clocks.png
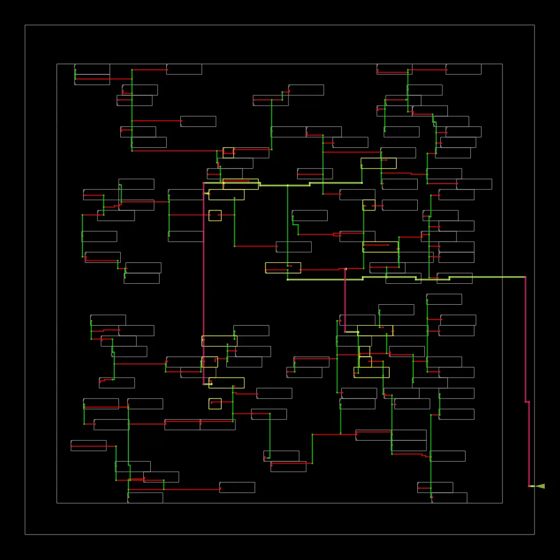
layer_met4.png
Drawn at 4 px/um. Supply wires on this layer in gray.
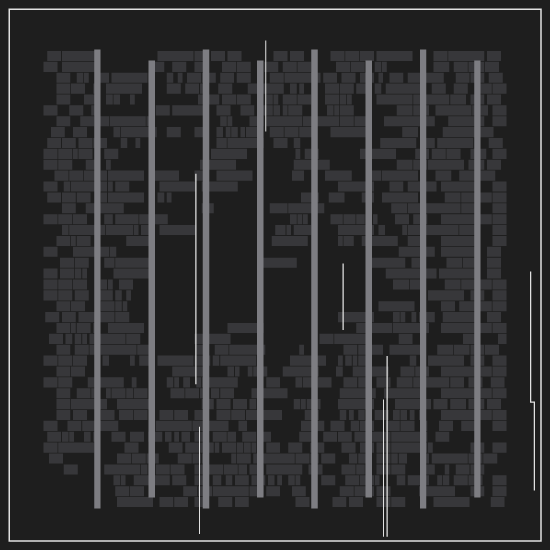
wires.png
Drawn at 4 px/um.
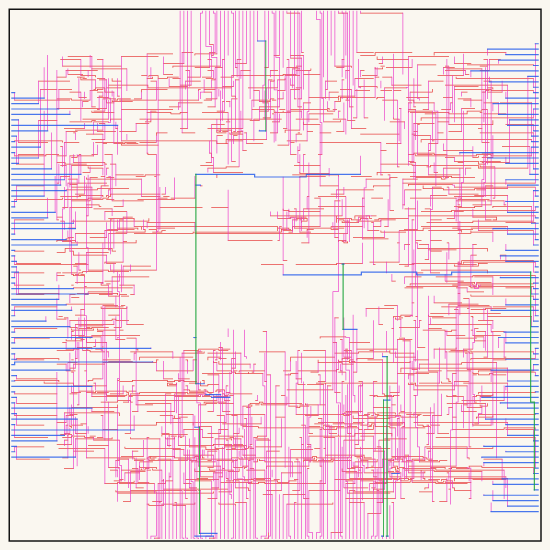
cell_density.png
Drawn at 3 px/um. 13 x 13 tiles, from white (low) to dark blue (high), 0 to 100% covered.
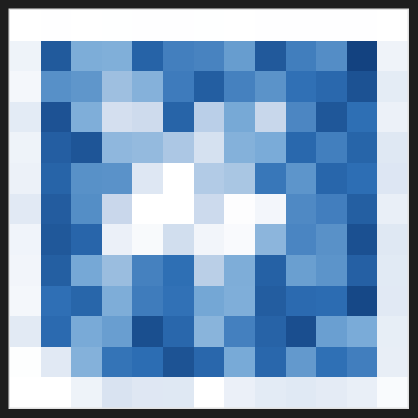
flops_by_reg.png
Drawn at 4 px/um. Other sequential cells in the stronger gray, the rest of the logic in the fainter gray.
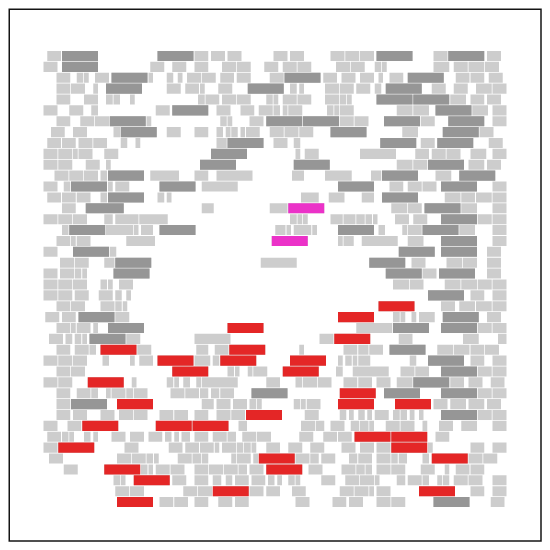
==> config.mk <==
export PLATFORM = sky130hd
export DESIGN_NAME = dmem_arbiter
export DESIGN_NICKNAME = d
export VERILOG_FILES = /design/src/rtl/dmem_arbiter_pkg.sv /design/src/rtl/dmem_arbiter_rr_arb2.sv /design/src/rtl/dmem_arbiter.sv
export SDC_FILE = /design/constraint.sdc
export NUM_CORES = 1
export LEC_CHECK = 0
export ABC_CLOCK_PERIOD_IN_PS = 3800
export CAP_MARGIN = 20
export CORE_MARGIN = 8
export CORE_UTILIZATION = 35
export CTS_CLUSTER_DIAMETER = 50
export DETAILED_ROUTE_END_ITERATION = 10
export PLACE_DENSITY = 0.77
export SLEW_MARGIN = 20
export SYNTH_ARGS = -nofsm -noshare
export SYNTH_HDL_FRONTEND = slang
export SYNTH_SLANG_ARGS = --single-unit
==> constraint.sdc <==
create_clock -name clk -period 3.8 [get_ports clk]
set_input_delay 0.95 -clock clk [delete_from_list [all_inputs] [get_ports clk]]
set_output_delay 0.95 -clock clk [all_outputs]
set_load 0.03 [all_outputs]
==> results.sh <==
# implementation run metrics
export IMPL_layout_drive_gt1_share_pct=8.97
export IMPL_drv_slew=0
export IMPL_power_top_group="combinational logic"
export IMPL_rsz0062_at_grt="false"
export IMPL_drt_iter0_drc=181
export IMPL_p_comb_w=0.00352
export IMPL_r2r_cells=5
export IMPL_min_period_ns=2.81
export IMPL_status="finished clean"
export IMPL_largest_area_cell="dfrtp_1"
export IMPL_clkPwrFrac_pct=13.9
export IMPL_grt_pass1_vias=4363
export IMPL_viasPerCell=4.81
export IMPL_critPathKind="reg -> out"
export IMPL_synth_cell_types=29
export IMPL_power_density_nw_per_um2=823
export IMPL_synth_area_um2=4750
export IMPL_finalSetupTns_ns=0
export IMPL_postSynthSeqShare_pct=55.8
export IMPL_top_cell_area_share_pct=55.3
export IMPL_switching_share_pct=42.8
export IMPL_dieArea_um2=17600
export IMPL_area_growth_pct=64.6
export IMPL_path_cells="inv_1, ha_1, and3b_1, clkdlybuf4s50_1"
export IMPL_fp_nets=576
export IMPL_dpl_worst_slack_ns=1.04
export IMPL_grt_max_degree=93
export IMPL_seqPwrFrac_pct=31.3
export IMPL_num_io_pins=267
export IMPL_cts_buffer_depth=2
export IMPL_worstPathRequired_ns=2.85
export IMPL_cts_tree="yes"
export IMPL_cts_hold_buf=0
export IMPL_slew_headroom_pct=54.0
export IMPL_switching_power_w=0.00276
export IMPL_fmax_ghz=0.356
export IMPL_p_int_w=0.00368
export IMPL_critPathMaxStageDelay_ns=0.69
export IMPL_fp_dieH_um=133
export IMPL_startpoint_type="flip-flop"
export IMPL_drc=0
export IMPL_final_cell_mix="clkdlybuf4s50_1 (266), dfrtp_1 (105), nand2_1 (68)"
export IMPL_r2r_slack_ns=2.04
export IMPL_antenna_found_initial=0
export IMPL_setup_viol=0
export IMPL_p_leak_nw=3.26
export IMPL_worst_pin_slew_ns=0.690
export IMPL_vdd_ir_drop_worst_mv=0.404
export IMPL_arrival_ns=1.86
export IMPL_finalHoldViolCount=0
export IMPL_crit_fanout=3
export IMPL_slowest_stage="clkdlybuf4s50_1"
export IMPL_hp_class="reg -> reg"
export IMPL_globalRouteOverflowTotal=0
export IMPL_dp_hpwl_mm=12.1
export IMPL_fin_worst_skew_ns=0.0130
export IMPL_layout_setup_ws_ns=0.988
export IMPL_dr_pass1_iters=4
export IMPL_warnings=28
export IMPL_p_comb_share_pct=54.7
export IMPL_finalClockPeriodUsage_pct=74.0
export IMPL_die_w_um=133
export IMPL_numCtsBuffers=9
export IMPL_root_buffer="clkbuf_16"
export IMPL_crit_buf_inv=2
export IMPL_io_buffers=266
export IMPL_fillers=1112
export IMPL_critical_path_depth=4
export IMPL_layout_nets=833
export IMPL_crit_family="buffers and inverters"
export IMPL_power_total_w=0.00644
export IMPL_cts_num_sinks=106
export IMPL_pg_clk_w=0.000898
export IMPL_htree_levels=3
## Picture notes: clocks.png
worst skew pair latency: 0.35 ns
clock buf count: 9

## Picture notes: layer_met4.png
wire length on this layer = 252 um
main direction = vertical
longest straight run = 52.4 um
nets with wire on the layer = 6
routed wire length: 15.2 mm
vias post-DR: 4061

## Picture notes: wires.png
metal 4 -> green  # wire length 252 um
metal 1 -> red  # wire length 6410 um
metal 3 -> blue  # wire length 1270 um
metal 2 -> magenta  # wire length 7290 um
Routed WL per cell: 18.0 um
Overall Global Routing Usage: 17.0%

## Picture notes: cell_density.png
emptiest ninth of the die = center
mean over tiles = 43%
nearly empty tiles = 12%
fullest tile = 93%
final core occ: 59.1%
Core ar.: 13200 um2

## Picture notes: flops_by_reg.png
mem_addr -> red  # flops 32
r_state -> magenta  # flops 2
Seq. pwr: 0.00202 W
Seq area share: 33.9%

[metrics by stage]
step / hold WS, ns / cells / cell area (um2)
4_1_cts: 0.487 / 845 / 7830
3_5_place_dp: 0.470 / 829 / 7540
2_1_floorplan: 0.484 / 407 / 4750
6_report: 0.482 / 845 / 7830
3_3_place_gp: 0.461 / 829 / 7540
5_1_grt: 0.498 / 845 / 7830
[kinds of logic after synthesis]
| logic type | synth area share, % |
|---|---|
| buf+inv | 4.61 |
| flops | 55.8 |
| mux | 21.5 |
| compound gates | 8.50 |
| fa+ha+maj | 0.790 |
| simple gates | 8.77 |
[cell usage after synthesis]
cell type and instances:
buf_4 5, o21ai_0 50, o21ai_1 20, nor2_1 4, nand2_1 68, o22ai_1 1
mux2i_1 65, dfstp_2 1, buf_6 4, buf_12 3, inv_1 5, and3b_1 1
nand4_1 3, nor3b_2 1, nand4b_1 2, buf_2 7, clkbuf_1 6, dfrtp_1 105
a21oi_1 1, nor4_1 12, a22o_1 1, ha_1 3, a31oi_1 1, nand3b_1 1
mux2_2 33, a21boi_0 1, a31o_2 1, a21boi_2 1, nor2b_1 1
[metal layers]
layer	share of wire, %	global-route usage (%)	vias up
met2	48	28.1	179
met4	1.6	5.55	0
met1	42	20.1	1915
li1	-	-	1951
met5	0	0	-
met3	8.3	6.21	16
[worst register-to-register path, cell delays in order (launching register included)]
cell and delay (ns):
dfrtp_1 0.38, inv_1 0.09, ha_1 0.20, nor3b_4 0.18
buf_4 0.40, mux2_2 0.40
[layout make-up]
cell class	count	area, um2	area share [%]
clock buffer	9	225	2.88
clock inverter	7	61.3	0.783
inverter	5	21.3	0.272
multi-input combinational	271	1910	24.4
sequential	106	2650	33.9
tap	176	220	2.81
timing repair buffer	271	2740	35.0
Power figures rest on the tool's default switching activity, not on a simulated workload.
